[config.mk]
export PLATFORM = sky130hd
export DESIGN_NAME = re_control_multi
export DESIGN_NICKNAME = d
export VERILOG_FILES = /design/src/rtl/re_control_multi.sv
export SDC_FILE = /design/constraint.sdc
export NUM_CORES = 1
export LEC_CHECK = 0
export ABC_AREA = 1
export CAP_MARGIN = 0
export CORE_UTILIZATION = 54
export CTS_BUF_LIST = sky130_fd_sc_hd__clkbuf_16
export DETAILED_ROUTE_END_ITERATION = 6
export PLACE_DENSITY_LB_ADDON = 0.12
export RECOVER_POWER = 100
export SLEW_MARGIN = 20
export SYNTH_ARGS = -nofsm -noshare
export SYNTH_HDL_FRONTEND = slang
export SYNTH_SLANG_ARGS = --single-unit
[constraint.sdc]
create_clock -name i_clk -period 1.8 [get_ports i_clk]
set_input_delay 0.36 -clock i_clk [delete_from_list [all_inputs] [get_ports i_clk]]
set_output_delay 0.36 -clock i_clk [all_outputs]
set_load 0.05 [all_outputs]
[src/rtl/re_control_multi.sv]
// re_control_multi: readout controller for the pixel-array front end.
// Runs erase (IDLE), exposure (EXPOSE) and a row-by-row readout (READ).
// During READ each of N_ROWS rows gets a slot of ADC_CYCLES+2 cycles.
// It also owns a saturating exposure-time register with edge-triggered
// +/- buttons, supports continuous restart, and accepts a synchronous abort.
//
// Ports:
//   i_clk          system clock, rising edge
//   i_reset_n      asynchronous active-low reset
//   i_init         start a frame (level, sampled in IDLE)
//   i_cont         continuous mode: restart frames automatically from IDLE
//   i_abort        abort the current frame / block a start in IDLE
//   i_ex_increase  exposure +1 on rising edge (IDLE only)
//   i_ex_decrease  exposure -1 on rising edge (IDLE only)
//   o_nre          active-low row enables, bit r selects row r
//   o_adc          ADC conversion strobe
//   o_expose       exposure active
//   o_erase        pixel erase, high while idle
//   o_busy         frame in progress (EXPOSE or READ)
//   o_frame_done   one-cycle pulse on normal frame completion
//   o_ex_time      current exposure-time register
module re_control_multi #(
  parameter int unsigned N_ROWS     = 2,
  parameter int unsigned TIME_W     = 5,
  parameter int unsigned EX_MIN     = 2,
  parameter int unsigned EX_MAX     = 30,
  parameter int unsigned EX_DEFAULT = 2,
  parameter int unsigned TICK       = 1,
  parameter int unsigned ADC_CYCLES = 1
) (
  input  logic              i_clk,
  input  logic              i_reset_n,
  input  logic              i_init,
  input  logic              i_cont,
  input  logic              i_abort,
  input  logic              i_ex_increase,
  input  logic              i_ex_decrease,
  output logic [N_ROWS-1:0] o_nre,
  output logic              o_adc,
  output logic              o_expose,
  output logic              o_erase,
  output logic              o_busy,
  output logic              o_frame_done,
  output logic [TIME_W-1:0] o_ex_time
);

  localparam int unsigned SLOT    = ADC_CYCLES + 2;
  localparam int unsigned SLOT_W  = $clog2(SLOT);
  localparam int unsigned ROW_W   = (N_ROWS > 1) ? $clog2(N_ROWS) : 1;
  localparam int unsigned TIMER_W = $clog2(EX_MAX * TICK + 1);

  localparam logic [ROW_W-1:0]   LAST_ROW  = ROW_W'(N_ROWS - 1);
  localparam logic [SLOT_W-1:0]  LAST_SLOT = SLOT_W'(SLOT - 1);
  localparam logic [SLOT_W-1:0]  ADC_LAST  = SLOT_W'(ADC_CYCLES);
  localparam logic [TIMER_W-1:0] TIMER_ONE = TIMER_W'(1);
  localparam logic [TIME_W-1:0]  EXT_MIN   = TIME_W'(EX_MIN);
  localparam logic [TIME_W-1:0]  EXT_MAX   = TIME_W'(EX_MAX);

  typedef enum logic [1:0] {
    S_IDLE   = 2'd0,
    S_EXPOSE = 2'd1,
    S_READ   = 2'd2
  } state_t;

  state_t              r_state, w_state_nxt;
  logic [TIMER_W-1:0]  r_timer, w_timer_nxt;
  logic [ROW_W-1:0]    r_row,   w_row_nxt;
  logic [SLOT_W-1:0]   r_slot,  w_slot_nxt;
  logic                w_frame_end;
  logic                w_start;
  logic [TIMER_W-1:0]  w_load;

  logic [TIME_W-1:0]   r_ex_time;
  logic                r_inc_q, r_inc_qq, r_dec_q, r_dec_qq;
  logic                w_inc_rise, w_dec_rise, w_step_ok;

  logic [N_ROWS-1:0]   w_nre_nxt;
  logic                w_adc_nxt, w_expose_nxt, w_erase_nxt, w_busy_nxt, w_done_nxt;

  // Abort has priority over both start sources.
  assign w_start = (r_state == S_IDLE) && !i_abort && (i_init || i_cont);

  // Exposure length is latched here while idle, so later edits miss this frame.
  assign w_load = TIMER_W'(r_ex_time) * TIMER_W'(TICK);

  // State and sequencing counters.
  always_ff @(posedge i_clk or negedge i_reset_n) begin
    if (!i_reset_n) begin
      r_state <= S_IDLE;
      r_timer <= '0;
      r_row   <= '0;
      r_slot  <= '0;
    end else begin
      r_state <= w_state_nxt;
      r_timer <= w_timer_nxt;
      r_row   <= w_row_nxt;
      r_slot  <= w_slot_nxt;
    end
  end

  // Next-state and counter logic.
  always_comb begin
    w_state_nxt = r_state;
    w_timer_nxt = r_timer;
    w_row_nxt   = r_row;
    w_slot_nxt  = r_slot;
    w_frame_end = 1'b0;
    case (r_state)
      S_IDLE: begin
        w_timer_nxt = w_load;
        w_row_nxt   = '0;
        w_slot_nxt  = '0;
        if (w_start) w_state_nxt = S_EXPOSE;
      end
      S_EXPOSE: begin
        if (i_abort) begin
          w_state_nxt = S_IDLE;
        end else if (r_timer <= TIMER_ONE) begin
          w_state_nxt = S_READ;
          w_row_nxt   = '0;
          w_slot_nxt  = '0;
        end else begin
          w_timer_nxt = r_timer - TIMER_ONE;
        end
      end
      S_READ: begin
        if (i_abort) begin
          w_state_nxt = S_IDLE;
        end else if (r_slot == LAST_SLOT) begin
          w_slot_nxt = '0;
          if (r_row == LAST_ROW) begin
            w_state_nxt = S_IDLE;
            w_frame_end = 1'b1;
          end else begin
            w_row_nxt = r_row + ROW_W'(1);
          end
        end else begin
          w_slot_nxt = r_slot + SLOT_W'(1);
        end
      end
      default: w_state_nxt = S_IDLE;
    endcase
  end

  // Output decode from the upcoming state so the registered outputs line up with it.
  always_comb begin
    w_nre_nxt    = '1;
    w_adc_nxt    = 1'b0;
    w_expose_nxt = 1'b0;
    w_erase_nxt  = 1'b0;
    w_busy_nxt   = 1'b0;
    w_done_nxt   = 1'b0;
    case (w_state_nxt)
      S_IDLE: begin
        w_erase_nxt = 1'b1;
        w_done_nxt  = w_frame_end;
      end
      S_EXPOSE: begin
        w_expose_nxt = 1'b1;
        w_busy_nxt   = 1'b1;
      end
      S_READ: begin
        w_busy_nxt = 1'b1;
        w_nre_nxt  = ~(N_ROWS'(1) << w_row_nxt);
        w_adc_nxt  = (w_slot_nxt != '0) && (w_slot_nxt <= ADC_LAST);
      end
      default: begin
        w_erase_nxt = 1'b1;
      end
    endcase
  end

  // Output registers.
  always_ff @(posedge i_clk or negedge i_reset_n) begin
    if (!i_reset_n) begin
      o_nre        <= '1;
      o_adc        <= 1'b0;
      o_expose     <= 1'b0;
      o_erase      <= 1'b1;
      o_busy       <= 1'b0;
      o_frame_done <= 1'b0;
    end else begin
      o_nre        <= w_nre_nxt;
      o_adc        <= w_adc_nxt;
      o_expose     <= w_expose_nxt;
      o_erase      <= w_erase_nxt;
      o_busy       <= w_busy_nxt;
      o_frame_done <= w_done_nxt;
    end
  end

  // Button edge detect; edges outside an idle, non-starting cycle are dropped.
  assign w_inc_rise = r_inc_q && !r_inc_qq;
  assign w_dec_rise = r_dec_q && !r_dec_qq;
  assign w_step_ok  = (r_state == S_IDLE) && !w_start;

  // Saturating exposure-time register.
  always_ff @(posedge i_clk or negedge i_reset_n) begin
    if (!i_reset_n) begin
      r_inc_q   <= 1'b0;
      r_inc_qq  <= 1'b0;
      r_dec_q   <= 1'b0;
      r_dec_qq  <= 1'b0;
      r_ex_time <= TIME_W'(EX_DEFAULT);
    end else begin
      r_inc_q  <= i_ex_increase;
      r_inc_qq <= r_inc_q;
      r_dec_q  <= i_ex_decrease;
      r_dec_qq <= r_dec_q;
      if (w_step_ok) begin
        if (w_inc_rise && !w_dec_rise && (r_ex_time < EXT_MAX))
          r_ex_time <= r_ex_time + TIME_W'(1);
        else if (w_dec_rise && !w_inc_rise && (r_ex_time > EXT_MIN))
          r_ex_time <= r_ex_time - TIME_W'(1);
      end
    end
  end

  assign o_ex_time = r_ex_time;

endmodule
**Run 1: metal layers overlaid**

Bar = 20 µm.
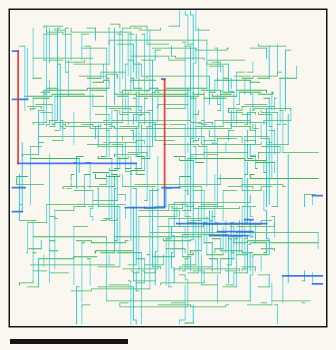
layer	colour	wire length
met1	green	1,370 µm
met4	red	37.4 µm
met3	blue	78.8 µm
met2	cyan	1,520 µm

**Run 1: routing congestion map**

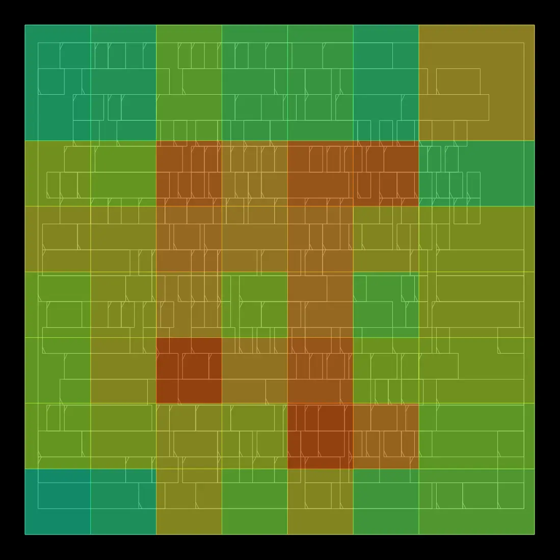
Avg WL per Cell: 12.49 µm
GRT busiest layer: met2
Util after Layout: 76.78%
M3 GR Usage: 4.237%

**Run 1: zoomed window**

Bar = 5 µm. Region (17, 27) to (37, 47) µm. Cells in grey, sequential cells in the stronger grey; small squares are vias.
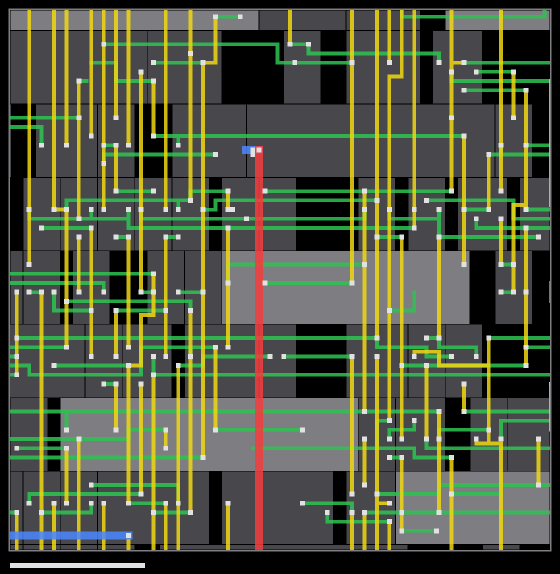
layer	colour
met3	blue
met1	green
met4	red
met2	yellow
most frequent	nand2_1 (16), buf_4 (6)
sequential cells in the window	3
cells with their middle in the window	46
netlist names of flops here include	`o_ex_time` (2), `r_timer` (1)

[run 1: critical path: cells and delay by family, from the launching register on]
kind	cells	cell delay, ns
buffers and inverters	2	0.11
and+or+nand+nor	10	0.73
DFF	1	0.39
adders and majority gates	1	0.39
[run 1: cell type report]
| class | count | share of cell area, % |
|---|---|---|
| tap | 30 | 1.956 |
| clock inverter | 1 | 0.1956 |
| sequential | 26 | 34.55 |
| clock buffer | 3 | 3.911 |
| multi-input combinational | 120 | 39.37 |
| inverter | 27 | 5.280 |
| timing repair buffer | 34 | 14.73 |
[run 1: layer usage]
metal	part of all wire [%]	routed length, µm	GRT usage [%]	vias up
li1	-	-	-	626
met1	45	1369	31.03	595
met2	51	1524	40.83	18
met3	2.6	78	4.237	4
met4	1.2	37	9.211	0
met5	0	0	0	-
==> results.txt, run 1 <==
Cells after Synth -> 173
Initial antenna violation count -> 0
Syn avg cell area -> 8.296 µm²
Mapped Nets -> 189
# port buffers -> 18
CP Launch Type -> flop
H-tree depth -> 1
Comb area -> 755.7 µm²
Post-CTS Hold Buffers -> 0
Largest net degree at the start of global routing -> 27
Run status -> finished clean
Seq pwr share -> 27.2%
GP Congestion -> 0.9042
Post-route clock skew -> 0.004828 ns
Die footprint -> 2868 µm²
N_diodes -> 0
Hold Path Stages -> 0
CP dominant cell by count -> nand2_1
Main area contributors -> dfrtp_1 (38%), nand2_1 (12%), dfstp_2 (7.3%), ha_1 (7.0%), inv_1 (5.8%)
Crit path from -> r_inc_qq
Area grow syn2layout -> 33.74%
Slew @ Worst Pin -> 0.3911 ns
Iter 0 DRT Violations -> 21
Router iterations before antenna repair -> 4
Adder Area Share -> 8.370%
Routed via count -> 1,243
Combinational power -> 1.98 mW
Crit path capture type -> flop
Simple share -> 25.63%
CP max stage delay -> 0.39 ns
Row count -> 18
Main logic family -> simple AND/OR/NAND/NOR gates
Storage element area -> 663.1 µm²
Min Hold Slack -> 0.4126 ns
Cell internal pwr -> 1.838 mW
--- run 2 (diff from run 1) ---
==> constraint.sdc (replaced) <==
create_clock -name i_clk -period 1.8 [get_ports i_clk]
set_input_delay 0.27 -clock i_clk [delete_from_list [all_inputs] [get_ports i_clk]]
set_output_delay 0.27 -clock i_clk [all_outputs]
set_load 0.05 [all_outputs]
==> run 2 against run 1 <==
Effect of this change:
- final area decreased by 0.91%
- largest cell class unchanged
- die area did not move
- non-clock buffer count down 1
- clock power is 31% higher
- core utilization is 0.70 points lower
- flip-flop count unchanged
- sequential power barely moved
- clock-buffer cell count unchanged
- maximum frequency down 2.2%
- first-iteration DRC count grew 38%
==> results.txt, run 2 <==
Buf/Inv on CP -> 3
Max-area cell share -> 38.36%
Metal2 WL -> 1.595 mm
Most frequent cells after synthesis -> nand2_1 (44), dfrtp_1 (22), inv_1 (22)
N_diodes -> 0
CP max stage delay -> 0.39 ns
Main area contributors -> dfrtp_1 (38%), nand2_1 (12%), dfstp_2 (7.3%), ha_1 (7.0%), inv_1 (5.8%)
Slew @ Worst Pin -> 0.6367 ns
Cell Count Post-Placement -> 233
CP Depth -> 9
Area grow syn2layout -> 32.52%
CP top delay family -> flip-flops
Yosys top cell by area -> dfrtp_1
Crit path from -> r_inc_qq
GRT busiest layer -> met2
Worst-path clk slew -> 0.07 ns
Run status -> finished clean
Post-route clock skew -> 0.009456 ns
Comb area -> 738.2 µm²
Row count -> 18
Iter 0 DRT Violations -> 29
Setup Viol. Count Final -> 0
GP Congestion -> 0.8953
Storage element area -> 663.1 µm²
Mapped Nets -> 189
Max Used Layer -> met4
Initial antenna violation count -> 0
Largest net degree at the start of global routing -> 27
Routed via count -> 1,270
Router iterations before antenna repair -> 4
CTS tree -> done
# port buffers -> 18
Pwr dens -> 1836 nW/µm²
Die footprint -> 2868 µm²
CP Launch Type -> flop
Util after Layout -> 76.08%
Crit path capture type -> flop
CP dominant cell by count -> buf_4
Final min period -> 1.760 ns
Post-CTS Hold Buffers -> 0
RSZ-0062 raised after global routing -> true
Hold Path Stages -> 0
H-tree depth -> 1
Min Hold Slack -> 0.3994 ns
Cells after Synth -> 173
Max Fclk -> 568.2 MHz
Metal1 wirelength -> 1.353 mm
DR WL met3 -> 86 µm
[run 2: cell counts after synthesis]
Identical to the previous run, type by type.
[run 2: power by group]
group	total (mW)	leakage, nW	internal (mW)	switching, mW
clock	0.647	0.0511	0.442	0.205
sequential	0.930	0.318	0.789	0.141
combinational	1.91	0.561	0.702	1.21
[run 2: final cells by class]
type / instances / share of cell area [%]
inverter: 27 / 5.329
sequential: 26 / 34.87
clock inverter: 1 / 1.579
clock buffer: 3 / 3.947
timing repair buffer: 33 / 13.49
multi-input combinational: 120 / 38.82
tap: 30 / 1.974
[run 2: cells by family after synthesis]
| group | share of synthesized area, % |
|---|---|
| compound gates | 10.81 |
| xor+xnor | 2.442 |
| fa+ha+maj | 8.370 |
| buf+inv | 7.061 |
| flops | 45.68 |
| simple gates | 25.63 |
**Run 2: routing congestion map**

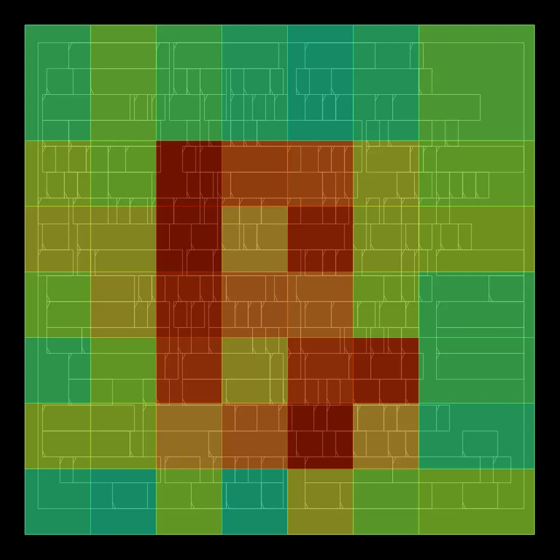
met2 usage: 43.13%
GR Util met1: 26.26%
M3 GR Usage: 3.672%
Global Route Usage Sum: 23.41%
Avg WL per Cell: 12.86 µm

--- run 3 (diff from run 2) ---
--- a/config.mk
+++ b/config.mk
@@ -7,6 +7,7 @@
 export LEC_CHECK = 0
 export ABC_AREA = 1
 export CAP_MARGIN = 0
+export CORE_ASPECT_RATIO = 0.7
 export CORE_UTILIZATION = 54
 export CTS_BUF_LIST = sky130_fd_sc_hd__clkbuf_16
 export DETAILED_ROUTE_END_ITERATION = 6
==> run 3 against run 2 <==
Effect of this change:
- routed wire length increased by 0.52%
- non-clock buffer count up 2
- combinational power rose by 5%
- sequential share of layout area decreased by 1.0 points
- core utilization grew 2.4 points
- sequential power is 1% higher
- clock power hardly changed
- area after synthesis did not move
- global-route usage up 0.13 points
- die area is 0.12% higher
- total power increased by 2.6%
- cell count increased by 2.5%
- highest routed layer unchanged
==> results.txt, run 3 <==
Slew @ Worst Pin -> 0.5173 ns
Die footprint -> 2871 µm²
RSZ-0062 raised after global routing -> true
Met2 usage -> 39.36%
Seq pwr share -> 26.3%
Syn avg cell area -> 8.296 µm²
Main area contributors -> dfrtp_1 (38%), nand2_1 (12%), dfstp_2 (7.3%), ha_1 (7.0%), inv_1 (5.8%)
GP Congestion -> 0.8250
H-tree depth -> 1
Area grow syn2layout -> 36.44%
Comb gates -> 120
Buf/Inv on CP -> 1
Max Used Layer -> met4
Switching fraction of total power -> 44.33%
N_diodes -> 0
Power Clock -> 0.645 mW
CTS tree -> done
Cell internal pwr -> 1.995 mW
Seq cells -> 26
# Taps -> 34
Fraction of area in registers -> 33.87%
CLK BUF -> 3
Final-layout non-clock buffer area share -> 15.34%
Run status -> finished clean
DR WL met3 -> 152 µm
Post-route clock skew -> 0.002871 ns
Non-clock buffer count -> 35
Avg WL per Cell -> 12.61 µm
Clock power frac -> 18.0%
Post-CTS Hold Buffers -> 0
## run 3: cell counts after synthesis
No cell type changed its count.
## run 3: per-stage QoR
stage	instances	hold WS [ns]	total power, mW	setup TNS, ns	utilization (%)
finish	246	0.3702	3.583	0	78.45
global route	246	0.3985	3.837	-0.2122	78.45
CTS	244	0.3919	3.470	0	76.34
detailed placement	238	0.3968	2.798	-0.08298	71.43
global placement	238	0.3849	2.729	-0.01402	71.43
floorplan	173	-0.02559	2.215	0	-
## run 3: cells by family (layout without fill, tap and decap cells)
logic type	count (synthesis)	count (layout)	synth area share, %
buffers and inverters	27	66	7.061
AND/OR/NAND/NOR	82	82	25.63
XOR/XNOR	4	4	2.442
flip-flops	26	26	45.68
AND-OR/OR-AND	25	25	10.81
adder cells (fa/ha/maj)	9	9	8.370
**Run 3: register map, names as in the netlist**

Bar = 20 µm.
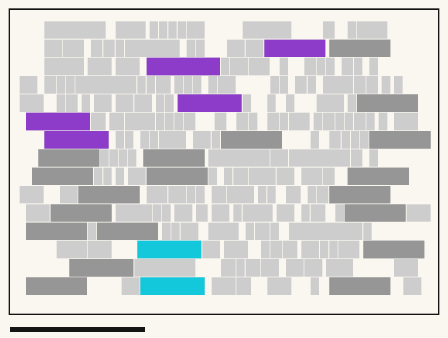
name in the netlist	colour	flops
`o_ex_time`	purple	5
`o_nre`	cyan	2
not coloured	19

Power is estimated from default activity; no workload was simulated.
